--- config.mk ---
export PLATFORM = sky130hd
export DESIGN_NAME = sigdel_adc_decim
export DESIGN_NICKNAME = d
export VERILOG_FILES = /design/src/rtl/sigdel_adc_decim.sv
export SDC_FILE = /design/constraint.sdc
export NUM_CORES = 1
export LEC_CHECK = 0
export ABC_AREA = 1
export CORE_AREA = 5 5 157 159
export DETAILED_ROUTE_END_ITERATION = 8
export DIE_AREA = 0 0 162 164
export GPL_TIMING_DRIVEN = 0
export HOLD_SLACK_MARGIN = 0.03
export PLACE_DENSITY = 0.72
export SYNTH_ARGS = -nofsm -noshare
export SYNTH_HDL_FRONTEND = slang
export SYNTH_SLANG_ARGS = --single-unit
--- constraint.sdc ---
create_clock -name clk -period 7.57 [get_ports clk]
set_clock_uncertainty 0.15 [all_clocks]
set_input_delay 2.271 -clock clk [delete_from_list [all_inputs] [get_ports clk]]
set_output_delay 2.271 -clock clk [all_outputs]
set_load 0.03 [all_outputs]
--- src/rtl/sigdel_adc_decim.sv ---
// Sigma-delta bitstream to offset-binary PCM: 3rd-order CIC decimator with a one-entry output register.
// Build option: define SIGDEL_ADC_SYNC_EN to add a 2-flop synchronizer on bit_in (adds 2 clk latency).
//
// state     | meaning
// ST_WARM0  | no decimated result seen yet since reset, next one is dropped
// ST_WARM1  | one result dropped, next one is dropped too
// ST_RUN    | comb history valid, every result is presented
module sigdel_adc_decim #(
    parameter int BITLEN = 16,
    parameter int DECIM  = 64
) (
    input  logic              clk,
    input  logic              rst,
    input  logic              bit_in,
    output logic [BITLEN-1:0] out_sample,
    output logic              out_valid,
    input  logic              out_ready,
    output logic              out_ovf
);

    localparam int LOG2D = $clog2(DECIM);
    localparam int W     = 2 + 3 * LOG2D;
    localparam int SHIFT = 3 * LOG2D - (BITLEN - 1);

    localparam logic [LOG2D-1:0]    CNT_LAST = LOG2D'(DECIM - 1);
    localparam logic signed [W-1:0] S_MAX    = W'((2 ** (BITLEN - 1)) - 1);
    localparam logic signed [W-1:0] S_MIN    = ~S_MAX;

    if (DECIM < 2 || DECIM != (1 << LOG2D) || SHIFT < 0) begin : g_bad_param
        $error("sigdel_adc_decim: DECIM must be a power of two with 3*log2(DECIM) >= BITLEN-1");
    end

    typedef enum logic [1:0] {
        ST_WARM0 = 2'd0,
        ST_WARM1 = 2'd1,
        ST_RUN   = 2'd2
    } state_t;

    state_t                state_q, state_d;
    logic                  bit_s;
    logic signed [W-1:0]   x_in;
    logic signed [W-1:0]   integ1_q, integ1_d, integ2_q, integ2_d, integ3_q, integ3_d;
    logic [LOG2D-1:0]      cnt_q, cnt_d;
    logic signed [W-1:0]   dec_q, dec_d;
    logic                  dec_vld_q, dec_vld_d;
    logic signed [W-1:0]   z1_q, z1_d, z2_q, z2_d, z3_q, z3_d;
    logic signed [W-1:0]   c1, c2, c3;
    logic signed [W-1:0]   acc_q, acc_d;
    logic                  acc_vld_q, acc_vld_d;
    logic signed [W-1:0]   s_full, sat;
    logic [BITLEN-1:0]     pcm;
    logic [BITLEN-1:0]     out_sample_q, out_sample_d;
    logic                  out_valid_q, out_valid_d;
    logic                  out_ovf_q, out_ovf_d;

`ifdef SIGDEL_ADC_SYNC_EN
    logic [1:0] sync_q, sync_d;
    assign sync_d = {sync_q[0], bit_in};
    assign bit_s  = sync_q[1];
`else
    assign bit_s = bit_in;
`endif

    always_comb begin
        // integrators are chained combinationally so the block's last bit lands in dec_q on its own edge
        x_in     = bit_s ? W'(1) : '1;
        integ1_d = integ1_q + x_in;
        integ2_d = integ2_q + integ1_d;
        integ3_d = integ3_q + integ2_d;

        cnt_d     = cnt_q + LOG2D'(1);
        dec_vld_d = (cnt_q == CNT_LAST);
        dec_d     = dec_vld_d ? integ3_d : dec_q;

        c1 = dec_q - z1_q;
        c2 = c1 - z2_q;
        c3 = c2 - z3_q;
        z1_d      = dec_vld_q ? dec_q : z1_q;
        z2_d      = dec_vld_q ? c1 : z2_q;
        z3_d      = dec_vld_q ? c2 : z3_q;
        acc_d     = dec_vld_q ? c3 : acc_q;
        acc_vld_d = dec_vld_q && (state_q == ST_RUN);

        state_d = state_q;
        if (dec_vld_q) begin
            case (state_q)
                ST_WARM0: state_d = ST_WARM1;
                ST_WARM1: state_d = ST_RUN;
                default:  state_d = ST_RUN;
            endcase
        end

        s_full = acc_q >>> SHIFT;
        if (s_full > S_MAX) begin
            sat = S_MAX;
        end else if (s_full < S_MIN) begin
            sat = S_MIN;
        end else begin
            sat = s_full;
        end
        pcm = BITLEN'(sat);
        pcm[BITLEN-1] = ~pcm[BITLEN-1];

        out_sample_d = out_sample_q;
        out_valid_d  = out_valid_q;
        out_ovf_d    = out_ovf_q;
        if (out_valid_q && out_ready) begin
            out_valid_d = 1'b0;
        end
        if (acc_vld_q) begin
            out_sample_d = pcm;
            out_valid_d  = 1'b1;
            if (out_valid_q && !out_ready) begin
                out_ovf_d = 1'b1;
            end
        end
    end

    always_ff @(posedge clk) begin
        if (!rst) begin
            state_q      <= ST_WARM0;
            integ1_q     <= '0;
            integ2_q     <= '0;
            integ3_q     <= '0;
            cnt_q        <= '0;
            dec_q        <= '0;
            dec_vld_q    <= 1'b0;
            z1_q         <= '0;
            z2_q         <= '0;
            z3_q         <= '0;
            acc_q        <= '0;
            acc_vld_q    <= 1'b0;
            out_sample_q <= '0;
            out_valid_q  <= 1'b0;
            out_ovf_q    <= 1'b0;
`ifdef SIGDEL_ADC_SYNC_EN
            sync_q       <= '0;
`endif
        end else begin
            state_q      <= state_d;
            integ1_q     <= integ1_d;
            integ2_q     <= integ2_d;
            integ3_q     <= integ3_d;
            cnt_q        <= cnt_d;
            dec_q        <= dec_d;
            dec_vld_q    <= dec_vld_d;
            z1_q         <= z1_d;
            z2_q         <= z2_d;
            z3_q         <= z3_d;
            acc_q        <= acc_d;
            acc_vld_q    <= acc_vld_d;
            out_sample_q <= out_sample_d;
            out_valid_q  <= out_valid_d;
            out_ovf_q    <= out_ovf_d;
`ifdef SIGDEL_ADC_SYNC_EN
            sync_q       <= sync_d;
`endif
        end
    end

    assign out_sample = out_sample_q;
    assign out_valid  = out_valid_q;
    assign out_ovf    = out_ovf_q;

endmodule

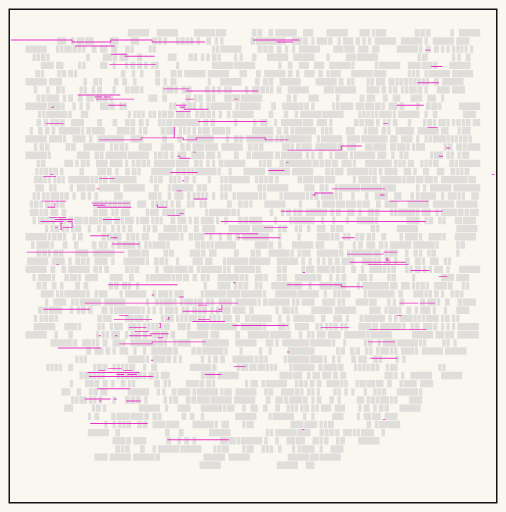
*Metal 3*
Drawn at 3 px/um.
nets with wire on the layer = 100
wire length on this layer = 1,230 um
share of all routed wire = 3.9%
main direction = horizontal
longest straight run = 68.1 um

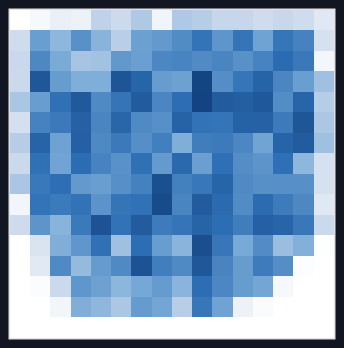
*Cell density map*
Drawn at 2 px/um. The die is cut into 16 by 16 equal tiles; white is low, dark blue is high, 0 to 100% covered.
mean over tiles = 50%
tiles over 75% full = 17%
fullest tile = 92%
densest ninth of the die = centre
nearly empty tiles = 12%

==> out/qor.json <==
{
  "run_status": {"value": "complete, no violations"},
  "final-instance-count-excl-fill": {"value": 2121},
  "yosys.area_share.simple": {"value": 0.216},
  "seq_power_share": {"value": 0.200},
  "global_route.usage.total": {"value": 0.240},
  "final.hold.worst_slack": {"value": 298, "unit": "ps"},
  "final_core_utilization": {"value": 0.590},
  "grt_pass1_wl": {"value": 52.1, "unit": "mm"},
  "wire_per_inst": {"value": 14.8, "unit": "um"},
  "setup_repair_after_global_routing_missed_its_margin": {"value": "false"},
  "ir_worst_vdd": {"value": 328, "unit": "uV"},
  "critical_path.slowest_cell": {"value": "fa_1"},
  "drive_gt1_frac": {"value": 0.0699},
  "area_leaders": {"value": "dfxtp_1, ha_1, inv_1"},
  "placedCellCount": {"value": 2084},
  "internal_power": {"value": 2.91, "unit": "mW"},
  "slowest_stage_delay_on_critical_path": {"value": 520, "unit": "ps"},
  "slew_violations": {"value": 0},
  "share_clk_of_total_power": {"value": 0.148},
  "htree_num_levels": {"value": 4},
  "worst_slew_pin_slew": {"value": 904, "unit": "ps"},
  "netlist_area": {"value": 12400, "unit": "um^2"},
  "fmaxAchievable": {"value": 0.141, "unit": "GHz"},
  "post_synth.cell_area_avg": {"value": 6.98, "unit": "um^2"},
  "xor_share": {"value": 0.0623},
  "finish.net_count": {"value": 1944},
  "preCtsSetupSlack": {"value": -947, "unit": "ps"},
  "x_dimension_of_the_die": {"value": 162, "unit": "um"},
  "synthesis.yosys.warnings": {"value": 0},
  "worst_setup_path_end_kind": {"value": "flip-flop"},
  "p_sw": {"value": 3.00, "unit": "mW"},
  "combinational_fraction_of_design_power": {"value": 0.652},
  "post-route-period-util": {"value": 0.934},
  "io_buffer_count": {"value": 21},
  "synth.comb.largest_family": {"value": "simple AND/OR/NAND/NOR gates"},
  "drt_wl_total": {"value": 31.5, "unit": "mm"},
  "initCoreUtil": {"value": 0.535},
  "tool_warnings": {"value": 29},
  "min_period": {"value": 7070, "unit": "ps"},
  "critPathKind": {"value": "primary input to flip-flop"},
  "clock_latency_on_the_worst_skew_pair": {"value": 440, "unit": "ps"},
  "via_count_of_the_first_global_routing_pass": {"value": 10700},
  "largest_net_degree_at_the_start_of_global_routing": {"value": 19},
  "area.combinational": {"value": 7390, "unit": "um^2"},
  "yosys_cells": {"value": 1773},
  "max-clock-path-buffers": {"value": 2},
  "post_cts_hold_buffer_count": {"value": 0},
  "worst_path_most_repeated_cell": {"value": "nand2_1"},
  "report.power.total": {"value": 5.91, "unit": "mW"},
  "mux_area_frac": {"value": 0},
  "antenna_cells_inserted": {"value": 0},
  "ys_seq_share": {"value": 0.299},
  "synth_top_cell_by_area": {"value": "dfxtp_1"},
  "p_leak": {"value": 6.96, "unit": "nW"},
  "die-area": {"value": 26600, "unit": "um^2"},
  "clkTransAtPathRegs": {"value": 70, "unit": "ps"},
  "synth_nets": {"value": 1898},
  "syn_inst": {"value": 1773},
  "edf_count": {"value": 0},
  "setup_viol_count_final": {"value": 0},
  "fillers": {"value": 2218},
  "num_io_pins": {"value": 22},
  "place_congestion": {"value": 0.943},
  "drt.antenna.violating_nets": {"value": 0},
  "route.detailed.vias_per_inst": {"value": 5.36},
  "post_synthesis_sequential_element_count": {"value": 185},
  "areaGrowthSynthToFinish": {"value": 10.2, "unit": "%"},
  "gr-total-overflow": {"value": 0},
  "hold_class": {"value": "flip-flop to flip-flop"},
  "grt_antenna_before_repair": {"value": 0},
  "synth_compound_gate_area_share": {"value": 0.188},
  "detailroute.via_count": {"value": 11400},
  "die_height": {"value": 164, "unit": "um"},
  "clock_tree_from_tritoncts": {"value": "done"},
  "p_sw_frac": {"value": 0.508},
  "core.rowCount": {"value": 56},
  "layout.area.seq": {"value": 3700, "unit": "um^2"},
  "setup_ws": {"value": 497, "unit": "ps"},
  "cts_root_buf": {"value": "clkbuf_16"},
  "drt_first_pass_iters": {"value": 6},
  "timing.critical_path.buf_inv": {"value": 7},
  "worst-endpoint-arrival": {"value": 7250, "unit": "ps"},
  "initialDrtViolationCount": {"value": 653},
  "required": {"value": 7750, "unit": "ps"},
  "synthFlopType": {"value": "dfxtp_1"},
  "yosysChipArea": {"value": 12400, "unit": "um^2"},
  "power.density_cell_area": {"value": 433, "unit": "nW/um^2"},
  "category_of_the_worst_setup_path_launch_point": {"value": "primary input"},
  "design.core.area": {"value": 23100, "unit": "um^2"},
  "hold_viol_final": {"value": 0},
  "cts.sink_count": {"value": 185},
  "top_cell_area_share": {"value": 0.299},
  "post-dp-hpwl": {"value": 24.8, "unit": "mm"},
  "crit_path_max_fanout": {"value": 6},
  "worst_slew_margin_relative_to_its_limit": {"value": 0.398},
  "yosysUniqueCellTypes": {"value": 47},
  "synth-adder-area-share": {"value": 0.125},
  "asyncSetResetFlopFracSynth": {"value": 0},
  "remaining_drc_errors": {"value": 0},
  "maxCapViolCount": {"value": 0},
  "cpLargestDelayFamily": {"value": "AND-OR/OR-AND gates"}
}
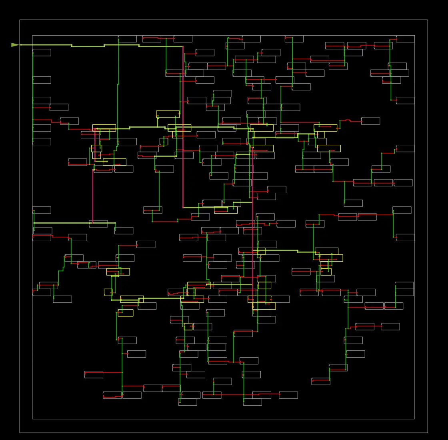
*The clock network*
TritonCTS Buffers: 17
power drawn by the clock network: 874 uW

==> sequential cells by signal, summed over array words and instances, names as in the netlist, 2 cells and up <==
register / flops
acc_q: 17
cnt_q: 6
dec_q: 20
integ1_q: 20
integ2_q: 20
integ3_q: 20
out_sample: 16
state_q: 2
z1_q: 20
z2_q: 20
z3_q: 20
==> worst paths after layout <==
check	from	to	slack (ps)	cells past startpoint
worst max-delay path	bit_in	dec_q[19]	500	30
worst min-delay path	state_q[0]	acc_vld_q	300	1
worst max register to register	dec_q[0]	acc_q[19]	2130	31
worst min register to register	state_q[0]	acc_vld_q	300	1
==> power by group through the flow <==
stage	sequential (mW)	combinational, mW	clock, mW
4_1_cts	1.18	3.82	0.890
2_1_floorplan	1.19	2.92	0
3_3_place_gp	1.20	3.71	0
6_report	1.18	3.85	0.874
5_1_grt	1.19	4.36	0.926
3_5_place_dp	1.20	3.75	0
==> layout by cell type (no fill, tap or decap), types with 6 or more instances in the layout <==
cell type	n
a21o_1	6
nor2_1	154
a21oi_1	181
nand2_1	293
o21bai_1	9
inv_1	301
nand2_2	12
nor3_2	6
nand3_1	77
a21oi_2	16
o211ai_1	28
xor2_1	66
clkbuf_1	40
o21ai_2	6
xnor2_1	20
nand4_1	17
clkdlybuf4s50_1	20
nand3_2	12
o21ai_1	21
nor3_1	15
o31ai_1	7
dfxtp_1	185
clkbuf_16	17
o21ai_0	114
ha_1	112
inv_2	14
==> synthesized netlist by cell type, types with 4 or more instances <==
| cell type | count |
|---|---|
| inv_1 | 302 |
| nand2_1 | 293 |
| dfxtp_1 | 185 |
| a21oi_1 | 181 |
| nor2_1 | 154 |
| ha_1 | 116 |
| o21ai_0 | 114 |
| nand3_1 | 77 |
| xor2_1 | 68 |
| clkbuf_1 | 40 |
| o211ai_1 | 28 |
| o21ai_1 | 21 |
| xnor2_1 | 20 |
| nor3_1 | 19 |
| nand4_1 | 17 |
| a21oi_2 | 16 |
| inv_2 | 14 |
| nand2_2 | 12 |
| nand3_2 | 12 |
| o21bai_1 | 9 |
| o31ai_1 | 7 |
| a21o_1 | 6 |
| a31oi_1 | 6 |
| o21ai_2 | 6 |
| fa_1 | 5 |
| o21a_1 | 5 |
| a211oi_1 | 4 |
| nor4_1 | 4 |
==> routing by layer <==
metal	part of all wire	track usage
met4	0.028	0.0780
met2	0.47	0.410
met5	0	0
met1	0.46	0.312
met3	0.039	0.0379
==> through the flow <==
step | area [um^2] | TNS, ps
3_5_place_dp | 13000 | -6750
3_3_place_gp | 13000 | -5770
6_report | 13600 | 0
2_1_floorplan | 12400 | 0
4_1_cts | 13600 | 0
5_1_grt | 13600 | 0
==> final cells by class <==
cell class                      instances  share of cell area
Clock buffer                           18              0.0322
Inverter                              319              0.0881
Sequential cell                       185               0.272
Clock inverter                         13             0.00918
Buffer                                 43              0.0120
Timing Repair inverter                  1            0.000551
Timing Repair Buffer                   26              0.0178
Tap cell                              290              0.0266
Multi-Input combinational cell       1226               0.542
==> what timing repair did <==
item / in CTS / in global routing
setup buffers: 3 / 2
cloned: 1 / 0
setup endpoints to repair: 8 / 9
resized: 7 / 10
No activity file was given, so power comes from the tool's default toggle rates.
